M3 wires:
Scale: 4 px per µm.
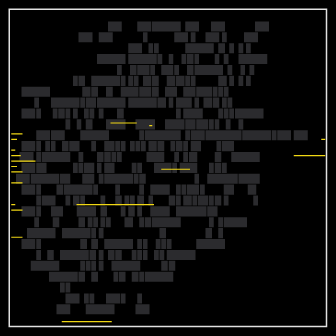
Routed clock nets over the placement:
Scale: 6 px per µm.
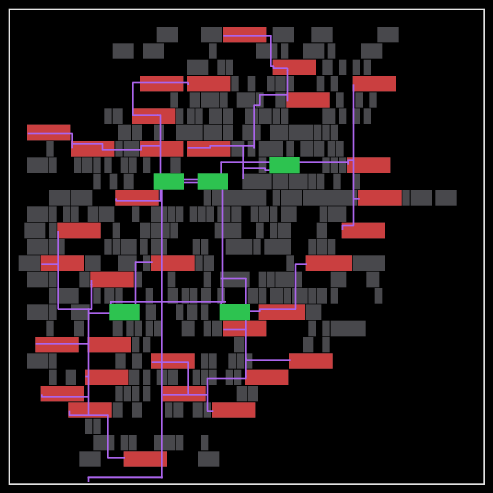
Nets reached from selected ports:
Scale: 6 px per µm.
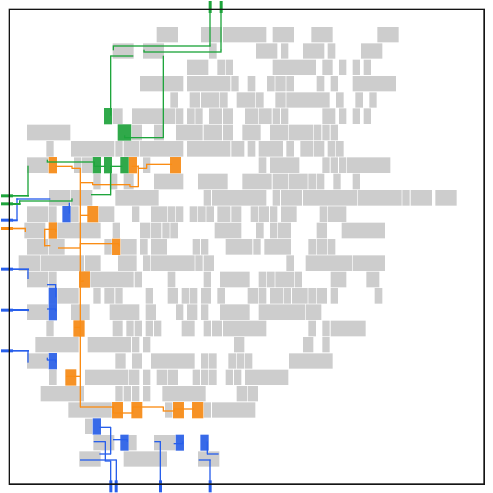
The clock network:
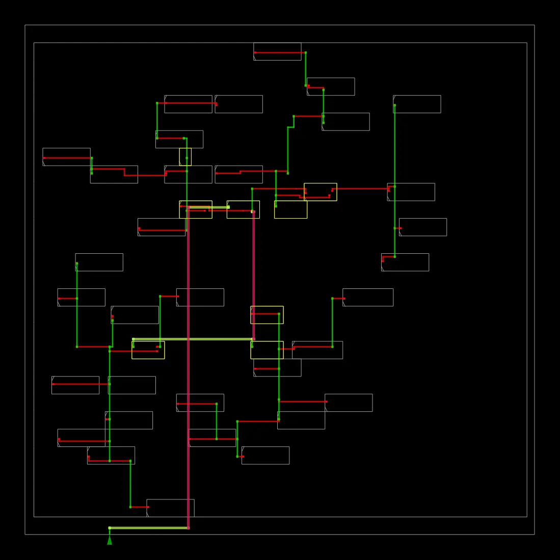
[src/rtl/seq_det_pkg.sv]
// seq_det_pkg
// Shared constants and helper functions for the programmable serial
// pattern detector (seq_det_prog) and its shift-window sub-module.
//   DEF_PAT_W / DEF_CNT_W : default pattern and counter widths
//   MAX_W                 : widest vector the helper functions accept
//   clamp_len()           : folds a requested pattern length into 1..max
//   low_bits_eq()         : equality of the low n bits of two vectors
//   sat_inc()             : increment that sticks at the all-ones value
package seq_det_pkg;

  localparam int DEF_PAT_W = 8;
  localparam int DEF_CNT_W = 8;

  // Helpers work on fixed 64-bit vectors; callers zero-extend into them,
  // so PAT_W and CNT_W must stay below 64.
  localparam int MAX_W = 64;

  // Length 0 makes no sense for a pattern, so it behaves as length 1;
  // anything beyond the window is cut down to the window size.
  function automatic int clamp_len(input int len, input int max_len);
    int res;
    res = len;
    if (len < 1) begin
      res = 1;
    end else if (len > max_len) begin
      res = max_len;
    end
    return res;
  endfunction

  // True when bits [n-1:0] of a and b agree; higher bits are don't-care.
  function automatic logic low_bits_eq(input logic [MAX_W-1:0] a,
                                       input logic [MAX_W-1:0] b,
                                       input int n);
    logic eq;
    eq = 1'b1;
    for (int i = 0; i < MAX_W; i++) begin
      if ((i < n) && (a[i] != b[i])) begin
        eq = 1'b0;
      end
    end
    return eq;
  endfunction

  // Increment a w-bit value held in a MAX_W vector, saturating at 2^w-1.
  function automatic logic [MAX_W-1:0] sat_inc(input logic [MAX_W-1:0] v,
                                               input int w);
    logic [MAX_W-1:0] top;
    top = (MAX_W'(1) << w) - MAX_W'(1);
    return (v >= top) ? v : v + MAX_W'(1);
  endfunction

endpackage

[src/rtl/seq_det_window.sv]
// seq_det_window
// History shift register plus fill counter for the pattern detector.
// Each shifted bit enters at hist[0]; fill counts how many valid bits are
// in the window (saturating at PAT_W). match is combinational and reflects
// the window as it will look after this cycle's shift.
// Ports:
//   clk, rst_n : clock, synchronous active-low reset
//   clr        : empty the window (pattern reload)
//   shift      : shift data into the window this cycle
//   data       : serial bit to shift in
//   pat, len   : active pattern and its (already clamped) length
//   consume    : on a match, empty the fill count (non-overlapping mode)
//   match      : the bit being shifted in completes the pattern
module seq_det_window
  import seq_det_pkg::*;
#(
  parameter int PAT_W = DEF_PAT_W,
  parameter int LEN_W = $clog2(PAT_W + 1)
) (
  input  logic             clk,
  input  logic             rst_n,
  input  logic             clr,
  input  logic             shift,
  input  logic             data,
  input  logic [PAT_W-1:0] pat,
  input  logic [LEN_W-1:0] len,
  input  logic             consume,
  output logic             match
);

  logic [PAT_W-1:0] hist_reg;
  logic [PAT_W-1:0] hist_next;
  logic [LEN_W-1:0] fill_reg;
  logic [LEN_W-1:0] fill_next;

  always_comb begin
    hist_next = {hist_reg[PAT_W-2:0], data};
    fill_next = (fill_reg >= LEN_W'(PAT_W)) ? fill_reg : fill_reg + 1'b1;
    // Stale history bits beyond fill are excluded by the fill >= len test,
    // which is why consuming a match only needs to reset fill.
    match = shift && (fill_next >= len) &&
            low_bits_eq(MAX_W'(hist_next), MAX_W'(pat), int'(len));
  end

  always_ff @(posedge clk) begin
    if (!rst_n) begin
      hist_reg <= '0;
      fill_reg <= '0;
    end else if (clr) begin
      hist_reg <= '0;
      fill_reg <= '0;
    end else if (shift) begin
      hist_reg <= hist_next;
      fill_reg <= (match && consume) ? '0 : fill_next;
    end
  end

endmodule

[src/rtl/seq_det_prog.sv]
// seq_det_prog
// Programmable serial bit-pattern detector. Compares the most recent
// len bits of the serial stream against a runtime-loaded pattern and
// pulses out for one cycle per match; keeps a saturating match count.
// Ports:
//   clk, rst_n : clock, synchronous active-low reset
//   in_valid   : in is sampled this cycle
//   in         : serial data bit
//   pat_load   : latch pat / pat_len (wins over sampling)
//   pat        : pattern, pat[pat_len-1] oldest bit, pat[0] newest
//   pat_len    : active pattern length (0 -> 1, >PAT_W -> PAT_W)
//   overlap    : 1 = overlapping detection, 0 = non-overlapping
//   cnt_clr    : clear match counter (wins over increment)
//   out        : one-cycle registered match pulse
//   match_cnt  : saturating match count
//   armed      : a pattern has been loaded since reset
module seq_det_prog
  import seq_det_pkg::*;
#(
  parameter int PAT_W = DEF_PAT_W,
  parameter int CNT_W = DEF_CNT_W,
  parameter int LEN_W = $clog2(PAT_W + 1)
) (
  input  logic             clk,
  input  logic             rst_n,
  input  logic             in_valid,
  input  logic             in,
  input  logic             pat_load,
  input  logic [PAT_W-1:0] pat,
  input  logic [LEN_W-1:0] pat_len,
  input  logic             overlap,
  input  logic             cnt_clr,
  output logic             out,
  output logic [CNT_W-1:0] match_cnt,
  output logic             armed
);

  logic [PAT_W-1:0] pat_reg;
  logic [LEN_W-1:0] len_reg;
  logic             armed_reg;
  logic             out_reg;
  logic [CNT_W-1:0] cnt_reg;
  logic             shift;
  logic             match;

  // A load cycle discards the incoming bit; nothing is sampled until armed.
  assign shift = in_valid && armed_reg && !pat_load;

  seq_det_window #(
    .PAT_W (PAT_W),
    .LEN_W (LEN_W)
  ) u_window (
    .clk     (clk),
    .rst_n   (rst_n),
    .clr     (pat_load),
    .shift   (shift),
    .data    (in),
    .pat     (pat_reg),
    .len     (len_reg),
    .consume (!overlap),
    .match   (match)
  );

  always_ff @(posedge clk) begin
    if (!rst_n) begin
      pat_reg   <= '0;
      len_reg   <= LEN_W'(1);
      armed_reg <= 1'b0;
      out_reg   <= 1'b0;
      cnt_reg   <= '0;
    end else begin
      if (pat_load) begin
        pat_reg   <= pat;
        len_reg   <= LEN_W'(clamp_len(int'(pat_len), PAT_W));
        armed_reg <= 1'b1;
      end
      out_reg <= match;
      if (cnt_clr) begin
        cnt_reg <= '0;
      end else if (match) begin
        cnt_reg <= CNT_W'(sat_inc(MAX_W'(cnt_reg), CNT_W));
      end
    end
  end

  assign out       = out_reg;
  assign match_cnt = cnt_reg;
  assign armed     = armed_reg;

endmodule

[config.mk]
export PLATFORM = sky130hd
export DESIGN_NAME = seq_det_prog
export DESIGN_NICKNAME = d
export VERILOG_FILES = /design/src/rtl/seq_det_pkg.sv /design/src/rtl/seq_det_window.sv /design/src/rtl/seq_det_prog.sv
export SDC_FILE = /design/constraint.sdc
export NUM_CORES = 1
export LEC_CHECK = 0
export ABC_AREA = 1
export CAP_MARGIN = 25
export CORE_UTILIZATION = 29
export CTS_BUF_LIST = sky130_fd_sc_hd__clkbuf_8
export CTS_CLUSTER_DIAMETER = 150
export DETAILED_ROUTE_END_ITERATION = 12
export GPL_TIMING_DRIVEN = 1
export PLACE_DENSITY = 0.62
export SLEW_MARGIN = 20
export SYNTH_ARGS = -nofsm -noshare
export SYNTH_HDL_FRONTEND = slang
export SYNTH_HIERARCHICAL = 1
export SYNTH_SLANG_ARGS = --single-unit
export TNS_END_PERCENT = 30
[constraint.sdc]
create_clock -name clk -period 2.08 [get_ports clk]
set_input_delay 0.416 -clock clk [delete_from_list [all_inputs] [get_ports clk]]
set_output_delay 0.416 -clock clk [all_outputs]
set_load 0.01 [all_outputs]
==> notes.md <==
Reports from this run.

- Leaving out filler cells and counting taps, the final layout contains 376.
- The synthesized-area fraction occupied by ao, oa, aoi and oai cells is 0.119.
- The buffer cell driving the clock tree root is sky130_fd_sc_hd__clkbuf_8.
- The DRC violation total after the first TritonRoute iteration is 38.
- The post-CTS setup buffer count reads 0.
- The global-route wire length before repair is 6720 µm.
- The clock-pin slew of the registers on the worst-case setup and hold paths reads 0.07 ns.
- The required time at the worst endpoint is listed as 2.30 ns.
- The switching power as a share of total power reads 0.242.
- The flip-flop cell with the highest count after synthesis reads sky130_fd_sc_hd__dfxtp_1.
- The smallest setup slack after layout reads -0.0385 ns.
- After detailed routing, the number of vias per cell comes to 4.37.
- The overall die area is 6230 µm².
- Setup repair after global routing could not meet its margin everywhere.
- The TritonCTS clock tree reads yes.
- Setup violations remaining at the end of the flow were counted as 6.
- The count of warning messages emitted by the tools reads 30.
- The final reports fail on negative setup slack.
- The number of fill cells in the layout reads 617.
- The proportion of netlist area held by the largest area contributor reads 0.385.
- The sequential logic power reads 0.665 mW.
- The highest routed metal layer reads met4.
- The layout report lists the clock-cell share of area as 0.0437.
- The data arrival time of the worst path reads 2.34 ns.
- For this run, global-route usage on met2 was measured as 0.214.
- The final number of max-transition violations reads 0.
- The timing-limited maximum frequency is 0.472 GHz.
- The area growth from synthesis to layout reads 35.3%.
- For reference, the top cells by area after synthesis are sky130_fd_sc_hd__dfxtp_1 39%, sky130_fd_sc_hd__nand2_1 15%, sky130_fd_sc_hd__nor2_1 10%.
- The share of power burned in registers is 0.489.
- The run finished, with violations left.
- The post-route setup TNS reads -0.163 ns.
- The worst reg2reg path endpoint reads match_cnt[3]$_SDFFE_PP0P_.
- In the hold timing report, the worst path depth is 2.
- The via count of the first global-routing pass reads 1562.
- The final weighted congestion of routability-driven global placement reads 0.788.
- The final layout report lists a non-clock buffer count of 40.
- The slowest library cell on the worst path is sky130_fd_sc_hd__dfxtp_2.
- The capturing element of the worst setup path is match_cnt[3]$_SDFFE_PP0P_.
- Summing every instance area after synthesis gives 1720 µm².
- For flop-to-flop paths, the worst setup slack is -0.04 ns.
- According to the timing report, the critical path is launched from u_window/fill_reg[0]$_SDFFE_PP0P_.
- The layout report gives the register share of total cell area as 0.286.
- Once layout is done, the placed cells without fillers occupy 2320 µm².
Notes on 'M3 wires' above:
The layer holds 2.0% of the routed length. 16 nets have wire on it. The layer carries 76.6 µm of wire.

Notes on 'routed clock nets over the placement' above:
Key: purple = clock wires [length 482 µm]; green = clock drivers [count 5]; red = flip-flops [count 33]
There are 6 routed clock nets.

Notes on 'nets reached from selected ports' above:
Key: orange = `pat_load` [bits 1, direction input, end cells 13, buffers 2, wire 112 µm]; blue = `pat` [bits 8, direction input, end cells 8, buffers 8, wire 78.1 µm]; green = `pat_len` [bits 4, direction input, end cells 5, buffers 4, wire 115 µm]

Notes on 'the clock network' above:
power of the clock network: 0.532 mW
sequential cell count: 33
Clock Buffer Count: 7

==> cells in the final DEF (no fill, tap or decap), types with 4 or more instances in the layout <==
master and count:
sky130_fd_sc_hd__a21oi_1 20, sky130_fd_sc_hd__nand3_1 7, sky130_fd_sc_hd__dfxtp_1 31, sky130_fd_sc_hd__nor2_1 47, sky130_fd_sc_hd__o21ai_0 14, sky130_fd_sc_hd__nand2_1 64
sky130_fd_sc_hd__inv_2 6, sky130_fd_sc_hd__buf_4 12, sky130_fd_sc_hd__nand2_2 7, sky130_fd_sc_hd__clkbuf_8 7, sky130_fd_sc_hd__inv_1 28, sky130_fd_sc_hd__ha_1 4
sky130_fd_sc_hd__clkdlybuf4s50_1 28
==> repair_timing <==
item / CTS / global route
gates cloned: 0 / 0
pin swaps: 11 / 13
gates resized: 12 / 3
endpoints found under the setup margin: 8 / 12
Power figures rest on the tool's default switching activity, not on a simulated workload.
